Design seq_multiplier, sky130hd; sources not shown.
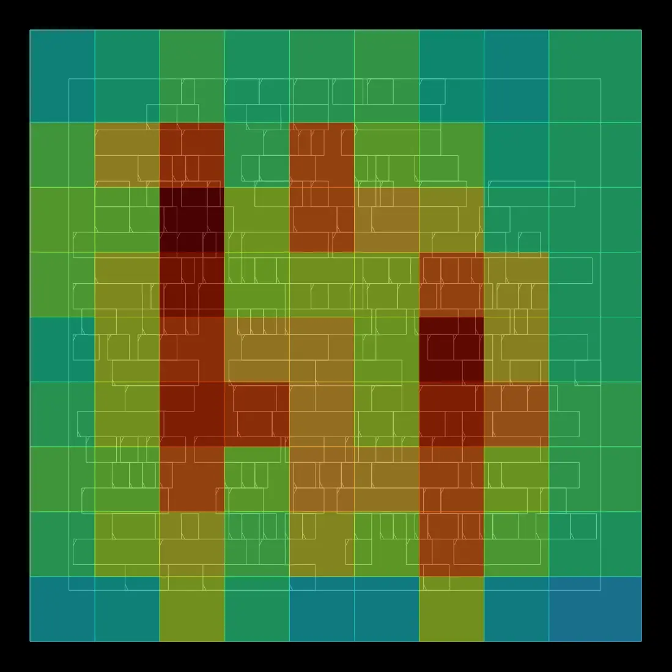
Fig. 1. Routing congestion (run 1).
met3 Use GR: 6.07%
met1 Track Usage GR: 21.5%
post-route core utilization: 62.8%
average routed wire per standard cell: 15.0 um

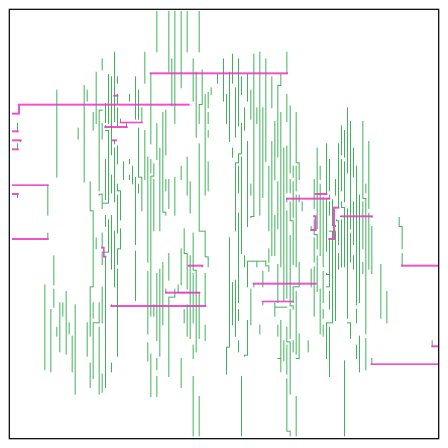
Fig. 2. Wiring by layer (run 1).
Two of the layers only.
- green: met2 (wire length 1,870 um)
- magenta: met3 (wire length 144 um)
GRT Total Usage: 18.1%
drt total wl: 3.47 mm
detailed-route via count: 1,270

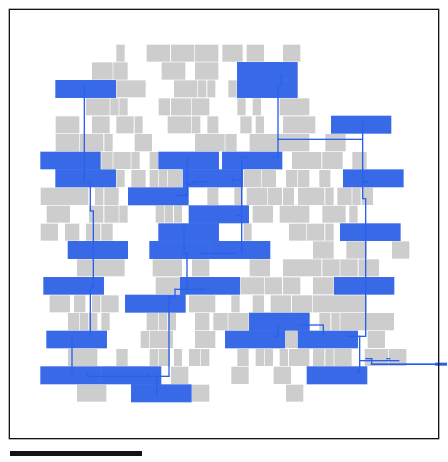
Fig. 3. I/O nets highlighted (run 1).
Bar = 20 um.
- blue: `rst_n` (bits 1; direction input; edge right; end cells 29; buffers 2; wire 219 um)
IO buf count: 21
Boundary Pins: 22

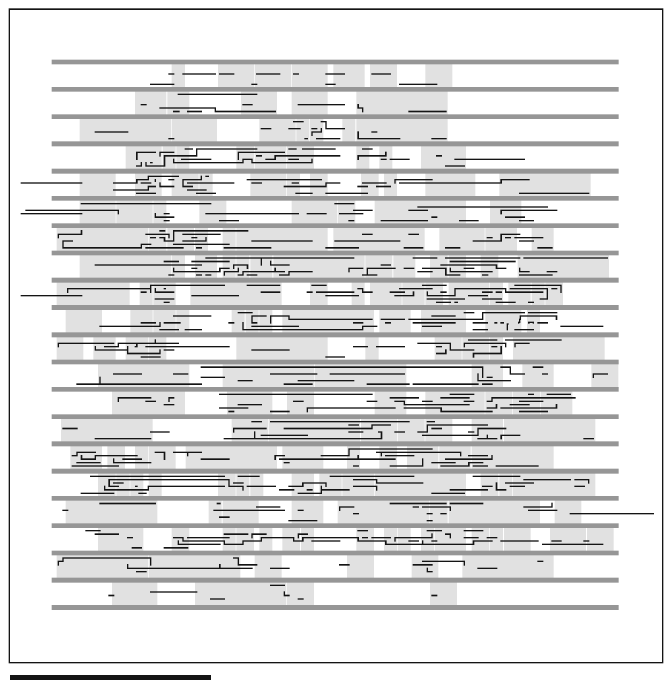
Fig. 4. Met1 routing (run 1).
Bar = 20 um. Supply wires on this layer in grey.
- main direction: horizontal
- wire length on this layer: 1,410 um
- longest straight run: 28.1 um

==> flow_summary.yaml, run 1 <==
# yosys + openroad results
power:
  p_sw_w: 0.00139
  maxPowerGroup: "combinational logic"
  p_int_w: 0.00144
  power.total_w: 0.00282
  clkPwrFrac_pct: 10.6
  p_seq_w: 0.000841
yosys:
  syn_nets: 180
  synthAdderAreaFrac_pct: 8.49
  synth_area_sq_mm: 0.00156
  top_cells_by_count: "dfrtp_1 (29), nand2_1 (27), o21ai_0 (13), ha_1 (9), inv_1 (9)"
  mux_area_share_pct: 1.28
  synth_sequential_area_ratio_pct: 46.5
  edf_count: 0
  synthArstFlopShare_pct: 100
  aoi_share_pct: 15.2
floorplan:
  fp.dieH_um: 65.0
  dieArea_sq_mm: 0.00423
worst_hold_path:
  hold_class: "flop to flop"
  hold_path_depth: 2
clocking:
  numCtsBuffers: 5
  cts_hold_buf: 0
  clk_path_buf_depth: 2
  tritoncts: "done"
  root_buffer: "clkbuf_4"
  cts_resized: 1
route:
  highest_layer: "met4"
  drt_iter0_drc: 85
  met1_length_mm: 1.41
  antenna_left: 0
  dr_wl_met2_mm: 1.87
sta:
  maxSlewHeadroom_pct: 70.5
  worst_pin_slew_ns: 0.442
  rsz0062_at_grt: "yes"
  final.period_utilization_pct: 98.4
setup_path:
  cp.depth: 6
  critPathKind: "flop to flop"
  cp_slowest_stage_delay_ns: 0.55
  cp-end-kind: "flop"
  reg2reg_slack_ns: 0.04
  start_kind: "flop"
  reg2reg_depth: 6
cells_and_area:
  layout.cells.non_filler: 232
  drive_above_1_share_pct: 18.6
  synthToLayoutAreaGrowth_pct: 23.9
place:
  place_congestion: 0.849
  dp_hpwl_mm: 2.38
  pre_cts_slack_ns: -0.0510
grt:
  grtUsageMet2_pct: 29.6
status:
  status: "completed"
## run 1: cells in the final DEF (no fill, tap or decap), types with 2 or more instances in the layout
master           Yosys  layout
dfrtp_1             29      29
nand2_1             27      27
buf_4                0      16
o21ai_0             13      13
clkdlybuf4s50_1      0      11
inv_1                9       9
ha_1                 9       8
nor2_1               6       6
a22o_1               5       5
clkbuf_4             0       5
a21oi_1              4       4
nand3_1              4       4
xor2_1               5       4
nand2b_1             3       3
and2_1               5       3
nor2b_1              3       3
xnor2_1              3       3
and3_1               3       3
o31ai_1              3       3
and2_4               0       2
a31oi_1              2       2
o21ai_1              2       2
mux2i_1              2       2
a22o_2               2       2
## run 1: final cells by class
type	instances	area, sq um
inverter	10	37.5
tap	44	55.1
fill	269	1140
timing repair buffer	28	250
sequential	29	726
clock buffer	7	55.1
multi-input combinational	114	811
Fig. 5: run 1, sequential cells grouped by signal name
Bar = 20 um. Other sequential cells in the stronger grey, the rest of the logic in the fainter grey.
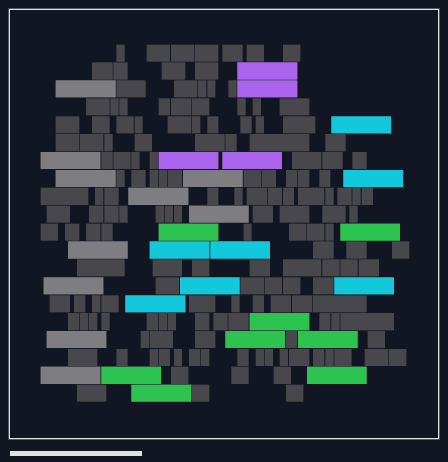

--- run 2 (diff from run 1) ---
--- a/config.mk
+++ b/config.mk
@@ -5,11 +5,12 @@
 export SDC_FILE = /design/constraint.sdc
 export NUM_CORES = 1
 export LEC_CHECK = 0
+export CAP_MARGIN = 20
 export CORE_MARGIN = 4
 export CORE_UTILIZATION = 48
 export DETAILED_ROUTE_END_ITERATION = 12
 export GPL_ROUTABILITY_DRIVEN = 1
-export PLACE_DENSITY = 0.74
+export PLACE_DENSITY_LB_ADDON = 0.15
 export SKIP_LAST_GASP = 1
 export SLEW_MARGIN = 20
 export SYNTH_ARGS = -nofsm -noshare
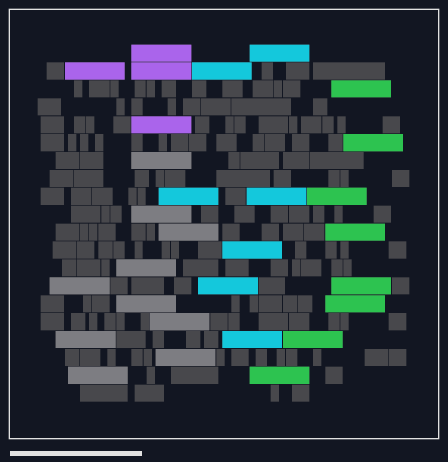
Fig. 6. Sequential cells grouped by signal name (run 2).
Bar = 20 um. Other sequential cells in the stronger grey, the rest of the logic in the fainter grey.
- green: `p` (flops 8)
- purple: `r_mcand` (flops 4)
- cyan: `r_acc` (flops 7)
- not coloured: 10
Power Sequential: 0.000840 W
fraction of area in registers: 36.5%
Sequential Area: 726 sq um
post-route core utilization: 64.6%

==> run 2 against run 1 <==
- core utilization up 1.7 points
- cell area up 2.7%
- critical path type unchanged
- synthesized cell count unchanged
==> flow_summary.yaml, run 2 <==
# yosys + openroad results
status:
  status: "completed"
place:
  portBuffers: 21
  pre_cts_slack_ns: -0.0592
cells_and_area:
  n_all_inverters: 10
  synthToLayoutAreaGrowth_pct: 27.2
  drive_above_1_share_pct: 20.3
  mostFrequentLayoutCells: "dfrtp_1 (29), nand2_1 (27), buf_4 (19), o21ai_0 (13), clkdlybuf4s50_1 (11)"
  final_common_cell: "dfrtp_1"
  ff_count: 29
  comb_area_sq_um: 811
  largest_cell_class: "multi-input combinational cells"
  comb_area_share_pct: 40.8
power:
  power.total_w: 0.00290
sta:
  worst_pin_slew_ns: 0.455
  final.period_utilization_pct: 99.8
  rsz0062_at_grt: "yes"
  maxSlewHeadroom_pct: 69.7
yosys:
  syn_nets: 180
  top_cells_by_count: "dfrtp_1 (29), nand2_1 (27), o21ai_0 (13), ha_1 (9), inv_1 (9)"
  synthArstFlopShare_pct: 100
  synth_area_sq_mm: 0.00156
route:
  wl_mm: 3.06
  dr_total_vias: 1244
  dr_wl_met2_mm: 1.55
  highest_layer: "met4"
grt:
  grtUsageTotal_pct: 16.3
  grt_use_met3_pct: 4.33
setup_path:
  critPathKind: "flop to flop"
  cp.depth: 7
  start_kind: "flop"
  reg2reg_slack_ns: 0.006
  cp_slowest_stage_delay_ns: 0.49
floorplan:
  fp.dieH_um: 65.0
  nWellTaps: 44
clocking:
  cts_hold_buf: 0
  clk_path_buf_depth: 2
worst_hold_path:
  hold_class: "flop to flop"
  hold_path_depth: 2
-- run 2: cell counts after synthesis --
No cell type changed its count.
-- run 2: timing repair --
item,4_1_cts,5_1_grt
endpoints found under the setup margin,1,1
gates resized,1,6
pin swaps,2,4
setup buffers,2,2
-- run 2: report_power, final --
part           total, W  internal (W)  leakage, nW  switching [W]
Sequential     0.000840      0.000688        0.373       0.000152
Combinational   0.00163      0.000614        0.549        0.00102
Clock          0.000425      0.000249       0.0455       0.000176
Total           0.00290       0.00155        0.968        0.00135
-- run 2: logic make-up after synthesis --
kind of cell | synth area share [%]
adder cells (fa/ha/maj) | 8.49
AND-OR/OR-AND | 15.2
buffers and inverters | 3.61
flip-flops | 46.5
AND/OR/NAND/NOR | 19.0
multiplexers | 1.28
XOR/XNOR | 5.93
Power is estimated from default activity; no workload was simulated.
